## src/rtl/i2s_frame_scheduler_if.sv

```systemverilog
// rtl/i2s_frame_scheduler_if.sv - sample-pair stream between USB side and the I2S frame scheduler
interface i2s_frame_scheduler_if;
    logic        s_valid;
    logic        s_ready;
    logic [31:0] s_left;
    logic [31:0] s_right;

    modport master (output s_valid, output s_left, output s_right, input s_ready);
    modport slave  (input s_valid, input s_left, input s_right, output s_ready);
endinterface

```

## src/rtl/i2s_frame_scheduler.sv

```systemverilog
// rtl/i2s_frame_scheduler.sv - I2S frame sequencer: bclk/ws generation, pair fetch, load/shift strobes
// Optional macro I2S_LEFT_JUSTIFIED_EN selects left-justified ws timing instead of the I2S one-bit delay.
module i2s_frame_scheduler #(
    parameter int CLK_DIV   = 4,
    parameter int SLOT_BITS = 32
) (
    input  logic                   clk,
    input  logic                   rst,
    input  logic                   enable,
    input  logic [3:0]             sample_size,
    i2s_frame_scheduler_if.slave   s_if,
    output logic                   bclk,
    output logic                   ws,
    output logic                   load,
    output logic                   shift,
    output logic [31:0]            par_word,
    output logic                   underrun,
    input  logic                   underrun_clr,
    output logic                   busy
);
    typedef enum logic [1:0] {IDLE, PRIME, LEFT, RIGHT} state_t;

    localparam logic [7:0] DIV_LAST = 8'(CLK_DIV - 1);
    localparam logic [4:0] BIT_LAST = 5'(SLOT_BITS - 1);

    state_t      state_q, state_d;
    logic [7:0]  div_cnt_q, div_cnt_d;
    logic [4:0]  bit_idx_q, bit_idx_d;
    logic        bclk_q, bclk_d;
    logic        ws_q, ws_d;
    logic        load_q, load_d;
    logic        shift_q, shift_d;
    logic [31:0] par_word_q, par_word_d;
    logic        underrun_q, underrun_d;
    logic        busy_q, busy_d;
    logic        s_ready_q, s_ready_d;
    logic        buf_full_q, buf_full_d;
    logic [31:0] buf_left_q, buf_left_d;
    logic [31:0] buf_right_q, buf_right_d;
    logic [31:0] right_word_q, right_word_d;
    logic        wrap, fall, underrun_set;

    // MSB-justify a right-justified sample; unknown size codes fall back to 16 bits.
    function automatic logic [31:0] justify(input logic [31:0] smp, input logic [3:0] code);
        case (code)
            4'd0:    justify = smp << 24;
            4'd1:    justify = smp << 20;
            4'd3:    justify = smp << 16;
            4'd5:    justify = smp;
            default: justify = smp << 16;
        endcase
    endfunction

    always_comb begin
        state_d      = state_q;
        div_cnt_d    = div_cnt_q;
        bit_idx_d    = bit_idx_q;
        bclk_d       = bclk_q;
        ws_d         = ws_q;
        load_d       = 1'b0;
        shift_d      = 1'b0;
        par_word_d   = par_word_q;
        buf_full_d   = buf_full_q;
        buf_left_d   = buf_left_q;
        buf_right_d  = buf_right_q;
        right_word_d = right_word_q;
        underrun_set = 1'b0;

        wrap = (state_q != IDLE) && (div_cnt_q == DIV_LAST);
        fall = wrap && bclk_q;

        if (state_q != IDLE) begin
            div_cnt_d = wrap ? 8'd0 : div_cnt_q + 8'd1;
            if (wrap) begin
                bclk_d = ~bclk_q;
            end
        end

        case (state_q)
            IDLE: begin
                if (enable) begin
                    state_d = PRIME;
                end
            end
            PRIME: begin
                if (!enable) begin
                    state_d = IDLE;
                end else if (fall && buf_full_q) begin
                    state_d   = LEFT;
                    bit_idx_d = 5'd0;
                end
            end
            LEFT, RIGHT: begin
                if (fall) begin
                    bit_idx_d = (bit_idx_q == BIT_LAST) ? 5'd0 : bit_idx_q + 5'd1;
                    if (bit_idx_q == 5'd0) begin
                        load_d = 1'b1;
`ifdef I2S_LEFT_JUSTIFIED_EN
                        ws_d = (state_q == RIGHT);
`endif
                        if (state_q == LEFT) begin
                            // Both words of the frame are justified now so one size applies to the pair.
                            if (buf_full_q) begin
                                par_word_d   = justify(buf_left_q, sample_size);
                                right_word_d = justify(buf_right_q, sample_size);
                                buf_full_d   = 1'b0;
                            end else begin
                                par_word_d   = 32'd0;
                                right_word_d = 32'd0;
                                underrun_set = 1'b1;
                            end
                        end else begin
                            par_word_d = right_word_q;
                        end
                    end else begin
                        shift_d = 1'b1;
                    end
                    if (bit_idx_q == BIT_LAST) begin
                        if (state_q == LEFT) begin
                            state_d = RIGHT;
`ifndef I2S_LEFT_JUSTIFIED_EN
                            ws_d = 1'b1;
`endif
                        end else begin
                            state_d = enable ? LEFT : IDLE;
`ifndef I2S_LEFT_JUSTIFIED_EN
                            ws_d = 1'b0;
`endif
                        end
                    end
                end
            end
            default: state_d = IDLE;
        endcase

        // Capture is evaluated after the consume above so a same-cycle pair leaves the buffer full.
        if (s_if.s_valid && s_ready_q) begin
            buf_full_d  = 1'b1;
            buf_left_d  = s_if.s_left;
            buf_right_d = s_if.s_right;
        end

        if (state_d == IDLE) begin
            div_cnt_d  = 8'd0;
            bit_idx_d  = 5'd0;
            bclk_d     = 1'b0;
            ws_d       = 1'b0;
            buf_full_d = 1'b0;
        end

        busy_d     = (state_d != IDLE);
        s_ready_d  = busy_d && !buf_full_d && enable;
        underrun_d = underrun_set ? 1'b1 : (underrun_clr ? 1'b0 : underrun_q);
    end

    always_ff @(posedge clk) begin
        if (rst) begin
            state_q      <= IDLE;
            div_cnt_q    <= 8'd0;
            bit_idx_q    <= 5'd0;
            bclk_q       <= 1'b0;
            ws_q         <= 1'b0;
            load_q       <= 1'b0;
            shift_q      <= 1'b0;
            par_word_q   <= 32'd0;
            underrun_q   <= 1'b0;
            busy_q       <= 1'b0;
            s_ready_q    <= 1'b0;
            buf_full_q   <= 1'b0;
            buf_left_q   <= 32'd0;
            buf_right_q  <= 32'd0;
            right_word_q <= 32'd0;
        end else begin
            state_q      <= state_d;
            div_cnt_q    <= div_cnt_d;
            bit_idx_q    <= bit_idx_d;
            bclk_q       <= bclk_d;
            ws_q         <= ws_d;
            load_q       <= load_d;
            shift_q      <= shift_d;
            par_word_q   <= par_word_d;
            underrun_q   <= underrun_d;
            busy_q       <= busy_d;
            s_ready_q    <= s_ready_d;
            buf_full_q   <= buf_full_d;
            buf_left_q   <= buf_left_d;
            buf_right_q  <= buf_right_d;
            right_word_q <= right_word_d;
        end
    end

    assign bclk        = bclk_q;
    assign ws          = ws_q;
    assign load        = load_q;
    assign shift       = shift_q;
    assign par_word    = par_word_q;
    assign underrun    = underrun_q;
    assign busy        = busy_q;
    assign s_if.s_ready = s_ready_q;
endmodule

```

## src/flat_wrapper.sv

```systemverilog
// flat-port wrapper written by rule: the top's interface ports become plain ports
module i2s_frame_scheduler_flat 
#(
    parameter int CLK_DIV   = 4,
    parameter int SLOT_BITS = 32
)
  (clk, rst, enable, sample_size, bclk, ws, load, shift, par_word, underrun, underrun_clr, busy, s_if_s_valid, s_if_s_left, s_if_s_right, s_if_s_ready);
  i2s_frame_scheduler_if s_if_i ();
  input  logic clk;
  input  logic rst;
  input  logic enable;
  input  logic [3:0] sample_size;
  output logic bclk;
  output logic ws;
  output logic load;
  output logic shift;
  output logic [31:0] par_word;
  output logic underrun;
  input  logic underrun_clr;
  output logic busy;
  input wire logic [$bits(s_if_i.s_valid)-1:0] s_if_s_valid;
  input wire logic [$bits(s_if_i.s_left)-1:0] s_if_s_left;
  input wire logic [$bits(s_if_i.s_right)-1:0] s_if_s_right;
  output wire logic [$bits(s_if_i.s_ready)-1:0] s_if_s_ready;
  assign s_if_i.s_valid = s_if_s_valid;
  assign s_if_i.s_left = s_if_s_left;
  assign s_if_i.s_right = s_if_s_right;
  assign s_if_s_ready = s_if_i.s_ready;
  i2s_frame_scheduler #(.CLK_DIV(CLK_DIV), .SLOT_BITS(SLOT_BITS)) u_core (.clk(clk), .rst(rst), .enable(enable), .sample_size(sample_size), .s_if(s_if_i), .bclk(bclk), .ws(ws), .load(load), .shift(shift), .par_word(par_word), .underrun(underrun), .underrun_clr(underrun_clr), .busy(busy));
endmodule
```

## config.mk

```make
export PLATFORM = sky130hd
export DESIGN_NAME = i2s_frame_scheduler_flat
export DESIGN_NICKNAME = d
export VERILOG_FILES = /design/src/rtl/i2s_frame_scheduler_if.sv /design/src/rtl/i2s_frame_scheduler.sv /design/src/flat_wrapper.sv
export SDC_FILE = /design/constraint.sdc
export NUM_CORES = 1
export LEC_CHECK = 0
export ABC_CLOCK_PERIOD_IN_PS = 2410
export CAP_MARGIN = 20
export CORE_ASPECT_RATIO = 0.75
export CORE_MARGIN = 4
export CORE_UTILIZATION = 25
export CTS_BUF_LIST = sky130_fd_sc_hd__clkbuf_2 sky130_fd_sc_hd__clkbuf_4 sky130_fd_sc_hd__clkbuf_8
export DETAILED_ROUTE_END_ITERATION = 6
export PLACE_DENSITY = 0.48
export SLEW_MARGIN = 5
export SYNTH_ARGS = -nofsm -noshare
export SYNTH_HDL_FRONTEND = slang
export SYNTH_SLANG_ARGS = --single-unit
```

## constraint.sdc

```tcl
create_clock -name clk -period 2.41 [get_ports clk]
set_input_delay 0.3615 -clock clk [delete_from_list [all_inputs] [get_ports clk]]
set_output_delay 0.3615 -clock clk [all_outputs]
set_load 0.02 [all_outputs]
```

==> images/power_grid.png <==
Drawn at 2 px/µm. Pins as bars on the die edge.
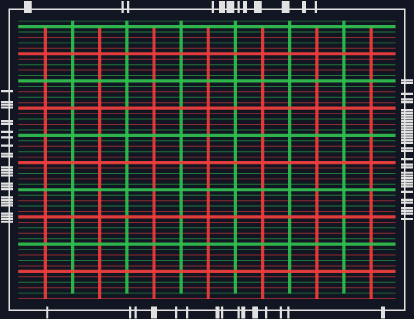
Key: red = VSS; green = VDD
10 straps on met5. 52 met1 rails follow the rows. The core has 51 rows.

==> images/clk_routes.png <==
Drawn at 3 px/µm.
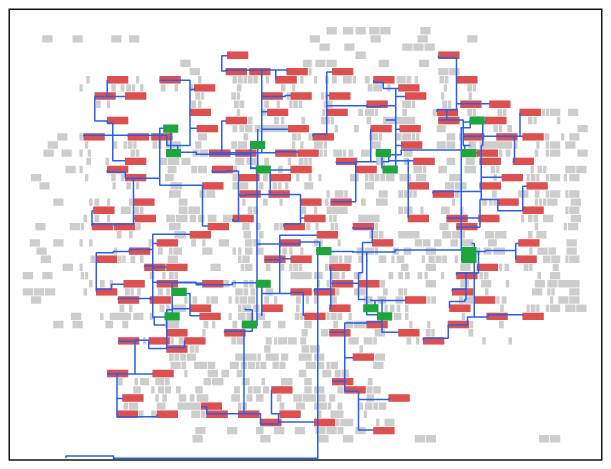
Key: blue = clock wires [length 2090 µm]; green = clock drivers [count 17]; red = flip-flops [count 151]
Position of the flops: all over the die.

==> images/congestion.png <==
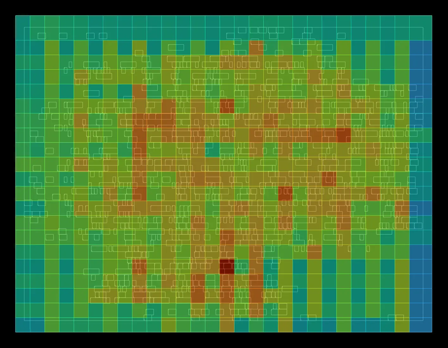
global routing usage on met1: 25.7%
final design utilization: 33.4%
global-route layer with the greatest usage: met1
met2 track demand over resource in global routing: 19.8%

==> images/layer_met4.png <==
Drawn at 2 px/µm.
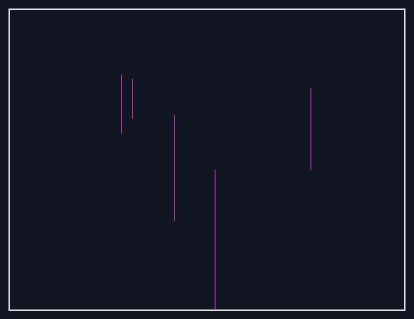
4 nets have wire on it. The layer carries 212 µm of wire. The layer holds 0.91% of the routed length. The longest straight run is 69.4 µm.

==> run summary <==
Observations from the implementation run.

Placement:
- The pre-CTS setup check shows a worst slack of -0.000460 ns.
- The run puts the post-placement cell area at 0.00830 mm².
- The run puts the last weighted congestion value of the routability-driven placer at between 0.7 and 0.8.
- Port buffering added 111 buffers.
- The run gives the post-detailed-placement half-perimeter wirelength as roughly 17000 µm.
- The run gives the number of placed cells counting well taps as about 1200.

Power and ir drop:
- Summed over all nets, the switching power comes to 1.30 mW.
- Per report_power, the Combinational row totals approximately 0.42 mW.
- The run puts the portion of total power attributed to sequential cells at ~50%.
- The run puts the switching share of power at around 25%.
- The run gives the flip-flop and latch power as 2.59 mW.
- The run gives the internal power as 3.89 mW.
- Looking at the power breakdown, the clock network takes 42.0% of the total.
- Combinational logic burns between 8 and 9% of the power.
- The worst VDD IR drop from the latest analysis is 0.303 mV.
- The script computed a power per unit cell area of 593 mW/mm².
- Per report_power, the Clock row totals 2.18 mW.
- The final power report lists total power as 5.19 mW.
- The run gives the leakage power as between 2 and 3 nW.
- In the power breakdown, the biggest contributor is sequential cells.

Floorplanning:
- The run gives the pre-placement core utilization as 25.6%.
- The flow inserted 344 tap cells.
- The run puts the overall die width at approximately 200 µm.
- The run gives the site row count as approximately 51.
- The run puts the core region area at approximately 0.026 mm².
- The run puts the die footprint at just under 0.03 mm².
- The run gives the top-level port count as roughly 110.
- According to the floorplan report, the die height is about 150 µm.

Clock network:
- The run gives the CTS clock-pin slew for the worst setup and hold paths as 0.09 ns.
- The run gives the total clock buffers created by CTS as 17.
- Once the clock tree was built, the setup fixing pass inserted 0 buffers.
- TritonCTS reports the number of clock sinks as between 150 and 200.
- The run puts the hold-fix buffer count after cts at 0.
- The run gives the root buffer cell as sky130_fd_sc_hd__clkbuf_8.
- The run gives the number of levels the H-tree was split into as 4.
- The run puts the clock latency on the worst-skew pair at approximately 0.45 ns.
- The run gives the number of resized instances in the post-cts repair step as 0.
- The run puts the worst-case clock buffer depth at 2.
- TritonCTS built the clock tree.

Yosys:
- The run puts the proportion of synthesized flip-flops having asynchronous set or reset at 0%.
- Counting instances in the post-synthesis netlist gives the leading cell types as sky130_fd_sc_hd__nand2_1, sky130_fd_sc_hd__dfxtp_1, sky130_fd_sc_hd__a21oi_1.
- The run gives the total number of yosys warnings as 0.
- By area the synthesized netlist is led by sky130_fd_sc_hd__dfxtp_1, sky130_fd_sc_hd__nand2_1, sky130_fd_sc_hd__a21oi_1, sky130_fd_sc_hd__a311oi_1, sky130_fd_sc_hd__clkbuf_1.
- The run gives the share of synthesized area occupied by flip-flops and latches as 45.2%.
- The synthesized design devotes to its leading area cell type 45.2% of total area.
- The run gives the synthesized instance count as 826.
- The run gives the summed instance area of the synthesized netlist as 0.00670 mm².
- The net count after synthesis is 903.
- Counting flops with a built-in enable in the synthesized netlist gives 0.
- The run puts the summed standard-cell area reported by yosys at 0.00670 mm².
- The run puts the synthesis-stage register bit count at 151.
- The run gives the main flop type as sky130_fd_sc_hd__dfxtp_1.
- The synthesized design spends more area on one cell type than any other, namely sky130_fd_sc_hd__dfxtp_1.
- The run puts the mean post-synth cell area at roughly 8.1 µm².
- The run gives the most frequent cell after synthesis as sky130_fd_sc_hd__nand2_1.
- The netlist uses 60 different library cells.
- The run gives the number of standard cells reported by yosys as just over 800.

Drt:
- The run gives the post-detailed-route DRC marker count as 0.
- The run gives the average detailed-routed wire length per instance as 18.2 µm.
- Per the post-route antenna check, the number of violating nets is 0.
- The routed layout has 6144 vias.
- The run puts the DRC violation total after the first TritonRoute iteration at 524.
- The run puts the iteration count of the initial detailed-routing pass at 5.
- For this block, the routed nets add up to 23200 µm of wire.
- Dividing the detail-routed via count by the number of cells gives 4.81.

Finish:
- Looking at the area split, the leading class of cells is logic gates.
- Per the layout report, the design carries 8 non-clock inverters.
- The run puts the number of sequential cells in the layout at 151.
- The run gives the combinational share of cell area as 38.3%.
- The run gives the diode insertion count for antenna repair as 0.
- The run gives the tally of filler cells in the layout as between 2000 and 3000.
- By instance count after routing, the leading logic cell types are sky130_fd_sc_hd__nand2_1, sky130_fd_sc_hd__dfxtp_1, sky130_fd_sc_hd__clkdlybuf4s50_1, sky130_fd_sc_hd__a21oi_1, sky130_fd_sc_hd__nor2_1.
- The run gives the ratio of cells with drive above 1 in the final layout as 10.8%.
- The area taken by sequential standard cells is reported as 0.00302 mm².
- The run puts the non-clock buffer contribution to total cell area at between 15 and 20%.
- The run gives the sequential share of cell area as 34.6%.
- The run gives the total area of multi-input combinational cells as around 0.0034 mm².
- Per the run report, area growth between synthesis and finish was 30.6%.
- The run gives the layout clock buffer count as 21.
- The finished design was reported to have a net count of approximately 1000.
- For this run, the number of standard cells in the final layout without fillers is about 1300.
- The run gives the final cell area excluding filler cells as 0.00875 mm².
- The run gives the count of plain and timing-repair buffers in the layout as approximately 150.
- The run gives the number of multi-input logic gates as 596.
- The run gives the clock distribution area overhead in the final layout as 5.08%.
- The library cell used most frequently in the layout, excluding fill and tap cells, is sky130_fd_sc_hd__nand2_1.

Run:
- The run puts the number of maximum-capacitance constraint violations at 0.
- The logs give a warning total of 29.

Timing:
- The run gives the number of pins exceeding their max-slew limit in the final report as 0.
- The run gives the final critical-path required period as 2.25 ns.
- The run gives the worst hold margin as about 0.36 ns.
- The run puts the number of endpoints failing setup at the final stage at 0.
- The run gives the headroom to the max-slew limit as between 50 and 60%.
- The run gives the minimum setup slack in the final design as between 0.15 and 0.2 ns.
- Setup repair after global routing left no endpoint under its margin.
- The run puts the transition time at the pin with the least slew margin at 0.734 ns.
- The run gives the final setup skew as approximately 0.014 ns.
- The highest clock rate this design can be run at is 444 MHz.
- The run gives the hold violation total from the final report as 0.
- The run puts the final worst-path cycle share at 93.4%.
- The run gives the accumulated negative setup slack as 0 ns.

Worst setup path:
- OpenSTA lists the critical path endpoint as u_core.right_word_q[29]$_SDFFE_PP0P_.
- The run gives the endpoint class of the critical path as a flop.
- Per the STA report, the cell with the highest stage delay on the worst path is sky130_fd_sc_hd__or4b_2.
- The run gives the maximum net fanout on the critical path as 15.
- The run gives the data required time of the critical path as 2.74 ns.
- The run puts the minimum setup slack among reg-to-reg paths at 0.16 ns.
- The run gives the worst reg-to-reg path cell count as 7.
- The kind of cell with the highest combined delay along the critical path is simple AND/OR/NAND/NOR gates.
- The worst setup path is of the reg2reg kind.
- STA classifies the critical path startpoint as a flop.
- The launch point of the worst register-to-register path is recorded as u_core.bit_idx_q[0]$_SDFFE_PP0P_.
- According to the timing report, the critical path is launched from u_core.bit_idx_q[0]$_SDFFE_PP0P_.
- The run gives the number of cells on the critical path as 7.
- Along the critical path, the tally of buffer and inverter instances is 2.
- Per STA, the worst path is made up of inv_1 -> ha_1 -> or4b_2 -> nor4_2 -> buf_4 -> nor2_1 -> o2bb2ai_1.
- Looking at the reg2reg group, the worst path ends at u_core.right_word_q[29]$_SDFFE_PP0P_.
- The run puts the worst endpoint data arrival time at 2.58 ns.
- The timing report gives the biggest stage delay along the critical path as 0.64 ns.

Min path:
- The run puts the cell count of the worst hold path at 3.
- Looking at the hold checks, the worst path lands on u_core.par_word[17]$_SDFFE_PP0P_.
- The run gives the class of the tightest hold or removal check as in2reg.
- The run gives the source of the worst hold timing path as rst.

Outcome:
- The run finished with clean final reports.

GRT:
- The run gives the pin count of the biggest net entering global routing as 120.
- The global routing report lists combined usage of all routing layers as around 16%.
- The first global-routing pass estimated approximately 36000 µm of wire.
- The run gives the initial antenna violation count as 0.
- The run puts the number of global-route vias before repair at 5867.
- Summed over all layers, the global routing overflow is 0.
-- per-layer routing --
layer / GRT usage, % / wire length [µm] / vias up / part of all wire [%]
met4: 3.78 / 211 / 0 / 0.91
met2: 19.8 / 8690 / 158 / 37
met3: 3.80 / 1330 / 13 / 5.7
met1: 25.7 / 13000 / 2857 / 56
met5: 0 / 0 / - / 0
li1: - / - / 3116 / -
-- logic make-up after synthesis --
family          Yosys count  share of synthesized area (%)
simple gates            327                           21.6
compound gates          235                           23.0
flops                   151                           45.2
buf+inv                  79                           4.86
mux                      25                           4.02
xor+xnor                  5                          0.654
fa+ha+maj                 4                          0.748
Power figures rest on the tool's default switching activity, not on a simulated workload.
